File: src/rtl/router_fifo.sv
// router_fifo: per-port packet FIFO of the 1x3 router, with header
// flag per entry and read-side packet length tracking.
// Ports: clock, resetn (async, active-low), soft_reset (sync flush),
//   write_enb/lfd_state/data_in (write side),
//   read_enb/data_out (read side), full, empty, ovf_err.
// Optional: define ROUTER_FIFO_OVF_ERR_EN to build the sticky ovf_err.
module router_fifo #(
  parameter int DEPTH = 16,
  parameter int WIDTH = 8
) (
  input  logic             clock,
  input  logic             resetn,
  input  logic             soft_reset,
  input  logic             write_enb,
  input  logic             lfd_state,
  input  logic [WIDTH-1:0] data_in,
  input  logic             read_enb,
  output logic [WIDTH-1:0] data_out,
  output logic             full,
  output logic             empty,
  output logic             ovf_err
);

  localparam int AW = $clog2(DEPTH);

  logic [WIDTH:0] mem [DEPTH];
  logic [AW:0]    wr_ptr;
  logic [AW:0]    rd_ptr;
  logic [5:0]     pkt_cnt;
  logic [WIDTH:0] rd_word;
  logic [5:0]     hdr_len;
  logic           wr_ok;
  logic           rd_ok;

  assign empty = (wr_ptr == rd_ptr);
  assign full  = (wr_ptr[AW-1:0] == rd_ptr[AW-1:0]) &&
                 (wr_ptr[AW] != rd_ptr[AW]);

  assign wr_ok   = write_enb && !full;
  assign rd_ok   = read_enb && !empty;
  assign rd_word = mem[rd_ptr[AW-1:0]];
  // Header byte carries the payload length in its top six bits.
  assign hdr_len = rd_word[WIDTH-1:WIDTH-6];

  // Storage is never reset; a flush only moves the pointers.
  always_ff @(posedge clock) begin
    if (wr_ok && !soft_reset) begin
      mem[wr_ptr[AW-1:0]] <= {lfd_state, data_in};
    end
  end

  always_ff @(posedge clock or negedge resetn) begin
    if (!resetn) begin
      wr_ptr   <= '0;
      rd_ptr   <= '0;
      pkt_cnt  <= '0;
      data_out <= '0;
    end else if (soft_reset) begin
      wr_ptr   <= '0;
      rd_ptr   <= '0;
      pkt_cnt  <= '0;
      data_out <= '0;
    end else begin
      if (wr_ok) begin
        wr_ptr <= wr_ptr + 1'b1;
      end
      if (rd_ok) begin
        rd_ptr   <= rd_ptr + 1'b1;
        data_out <= rd_word[WIDTH-1:0];
        // +1 accounts for the trailing parity byte.
        if (rd_word[WIDTH]) begin
          pkt_cnt <= hdr_len + 6'd1;
        end else if (pkt_cnt != '0) begin
          pkt_cnt <= pkt_cnt - 6'd1;
        end
      end else if (pkt_cnt == '0) begin
        data_out <= '0;
      end
    end
  end

`ifdef ROUTER_FIFO_OVF_ERR_EN
  logic ovf_q;

  always_ff @(posedge clock or negedge resetn) begin
    if (!resetn) begin
      ovf_q <= 1'b0;
    end else if (soft_reset) begin
      ovf_q <= 1'b0;
    end else if ((write_enb && full) || (read_enb && empty)) begin
      ovf_q <= 1'b1;
    end
  end

  assign ovf_err = ovf_q;
`else
  assign ovf_err = 1'b0;
`endif

endmodule

File: config.mk
export PLATFORM = sky130hd
export DESIGN_NAME = router_fifo
export DESIGN_NICKNAME = d
export VERILOG_FILES = /design/src/rtl/router_fifo.sv
export SDC_FILE = /design/constraint.sdc
export NUM_CORES = 1
export LEC_CHECK = 0
export ABC_AREA = 1
export CORE_AREA = 5 5 110 153
export DETAILED_ROUTE_END_ITERATION = 10
export DIE_AREA = 0 0 115 158
export PLACE_DENSITY = 0.76
export SLEW_MARGIN = 10
export SYNTH_ARGS = -nofsm -noshare
export SYNTH_HDL_FRONTEND = slang
export SYNTH_SLANG_ARGS = --single-unit
File: constraint.sdc
create_clock -name clock -period 6.35 [get_ports clock]
set_clock_uncertainty 0.2 [all_clocks]
set_input_delay 0.9525 -clock clock [delete_from_list [all_inputs] [get_ports clock]]
set_output_delay 0.9525 -clock clock [all_outputs]
set_load 0.005 [all_outputs]
Figure 1. Clock distribution.
Drawn at 3 px/um.
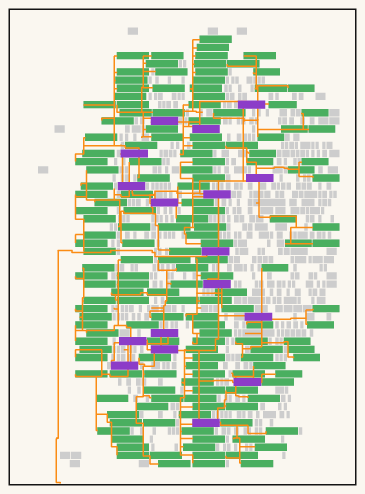
- orange: clock wires (length 1,750 um)
- green: flip-flops (count 168)
- purple: clock-net drivers (count 17)
- routed clock nets: 18

Figure 2. Metal 2.
Drawn at 3 px/um.
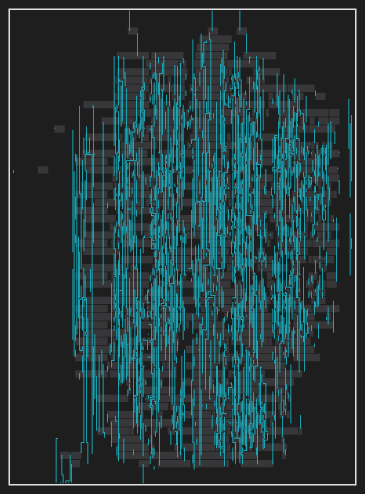
- share of all routed wire: 53%
- wire length on this layer: 9,280 um
- main direction: vertical
- longest straight run: 99.8 um
- nets with wire on the layer: 587

[metrics by stage]
stage / cell area [um2] / utilization
after detailed placement: 7820 / 0.507
after global routing: 8370 / 0.544
after floorplan: 7510 / -
final: 8370 / 0.544
after CTS: 8380 / 0.544
after global placement: 7820 / 0.507
[path summary, 6_finish.rpt]
path,start,to,slack (ns),cells past startpoint
min in group asynchronous,resetn,wr_ptr[4],0.31,1
max in group asynchronous,resetn,rd_ptr[0],5.23,1
hold reg to reg,pkt_cnt[0],pkt_cnt[0],0.29,2
setup reg to reg,rd_ptr[1],mem[6][0],3.26,9
hold / removal,pkt_cnt[0],pkt_cnt[0],0.29,2
setup / recovery,rd_ptr[1],full,2.89,7
[state kept, by name (all words and copies together) (netlist names)]
signal and cells:
mem 144, data_out 8, pkt_cnt 6, rd_ptr 5, wr_ptr 5
[worst max-delay path, cell delays in order (launching register included)]
cell and delay, ns:
dfrtp_1 0.33, buf_4 0.43, xor2_1 0.12, nor2_1 0.15
nand2_1 0.06, or2_1 0.22, inv_1 0.06, clkdlybuf4s50_1 0.49
[cell usage in the layout (no fill, tap or decap), types with 16 or more instances in the layout]
cell type	count
nor2_1	48
nand3_1	66
inv_1	63
clkbuf_16	17
nand2_1	218
o21ai_1	16
dfrtp_1	23
clkdlybuf4s50_1	22
a21oi_1	19
o21ai_0	18
edfxtp_1	144
[cell families after synthesis]
kind of cell | synth area share
AND-OR/OR-AND | 0.0603
AND/OR/NAND/NOR | 0.198
buffers and inverters | 0.0652
adder cells (fa/ha/maj) | 0.0133
XOR/XNOR | 0.00700
other | 0.000499
flip-flops | 0.656
[power breakdown]
part	switching [mW]	leakage, nW	internal [mW]
Sequential	0.0223	1.62	1.22
Combinational	0.292	1.48	0.138
Clock	0.410	0.266	0.577
Total	0.725	3.37	1.94
[area by class of cell]
type	instances	area [um2]
clock buffer	20	437
fill	1285	7030
sequential	168	4930
inverter	74	283
clock inverter	12	126
timing repair buffer	28	263
tap	196	245
multi-input combinational	443	2090
[layer usage]
layer	global-route usage	routed length (um)	vias to the layer above	share of wire
li1	-	-	2423	-
met1	0.231	6500	2429	0.37
met2	0.359	9280	197	0.53
met3	0.0467	1080	49	0.061
met4	0.107	693	0	0.039
met5	0	0	-	0
==> impl_metrics.toml <==
# generated from flow reports
[routing]
drt_pass1_iterations = 5
drc = 0
drt_total_wl_mm = 17.5
post_drt_wl_per_cell_um = 18.6
detailroute.via_count = 5098
antenna_violating_nets_post_route = 0
drt_iter0_drc = 653
vias_per_cell = 5.42

[synth]
yosysWarningCount = 0
synth_async_sr_flop_share = 0.143
area_leaders = "edfxtp_1 58%, nand2_1 11%, dfrtp_1 8.0%"
top_cell_area_share = 0.576
portion_of_the_post_synthesis_area_used_by_sequential_elements = 0.656
common_cells = "218 x nand2_1, 144 x edfxtp_1, 66 x nand3_1"
synth.ff_latch_count = 168
yosysUniqueCellTypes = 42
edf_count = 144
synth-cells-yosys = 714
yosys_most_used_dff = "edfxtp_1"
top_cell = "nand2_1"
cell_accounting_for_the_most_synthesized_area = "edfxtp_1"
postSynthNetCount = 736
synthCells = 714
syn_avg_cell_area_um2 = 10.5

[sta]
fmaxAchievable_mhz = 289
final_critical_path_setup_slack_ns = 2.89
post-route-min-period_ns = 3.46
worst_slew_pin_slew_ns = 0.940
final_min_period_over_clock_period = 0.545
slew_viol_final = 0
rsz0062_at_grt = "no"
timing.hold.ws_ns = 0.291
hold_violations = 0
report.final.setup_viol = 0
maxSlewHeadroom = 0.371
setup_total_negative_slack_ns = 0

[grt]
grt_pass1_wl_mm = 27.6
antenna_violations_before_repair = 0
global_route.usage.total = 0.205
global_route.overflow_total = 0
largest_net_degree_at_the_start_of_global_routing = 73

[critical_path]
critical_path.startpoint_type = "flop"
cp_data_required_time_ns = 5.20
worst-path-max-fanout = 42
arrival_ns = 2.31
category_of_the_most_critical_setup_path = "flop to output pin"
timing.critical_path.to_type = "output pin"

[placement]
numPlacedInstances = 909
port-buffer-count = 23
gp_congestion = 0.917
place_hpwl_mm = 11.4

[floorplanning]
floorplan.core_area_um2 = 15400
die-area_um2 = 18200
die_h_um = 158
floorplan.core_util = 0.487
fp-row-count = 54
dieWidth_um = 115

[clocking]
number_of_buffers_created_by_cts = 17
clock_sinks = 168
clk_pin_slew_ns = 0.06
cts_root_buffer = "clkbuf_16"
cts_repair_resize_count = 0
post_cts_buffers = 0
clkLatencyLatePin_ns = 0.42
cts_max_level = 4

[final_layout]
fin_cells = 941
fin_nets = 754
post_route_cells_drive_above_1_share = 0.0832
area_growth_syn_to_layout_pct = 11.5
diodes = 0

[power]
finalPower_mw = 2.67
p_leak_nw = 3.37

[status]
status = "completed"

[flow_run]
maxCapViolCount = 0
Power figures rest on the tool's default switching activity, not on a simulated workload.
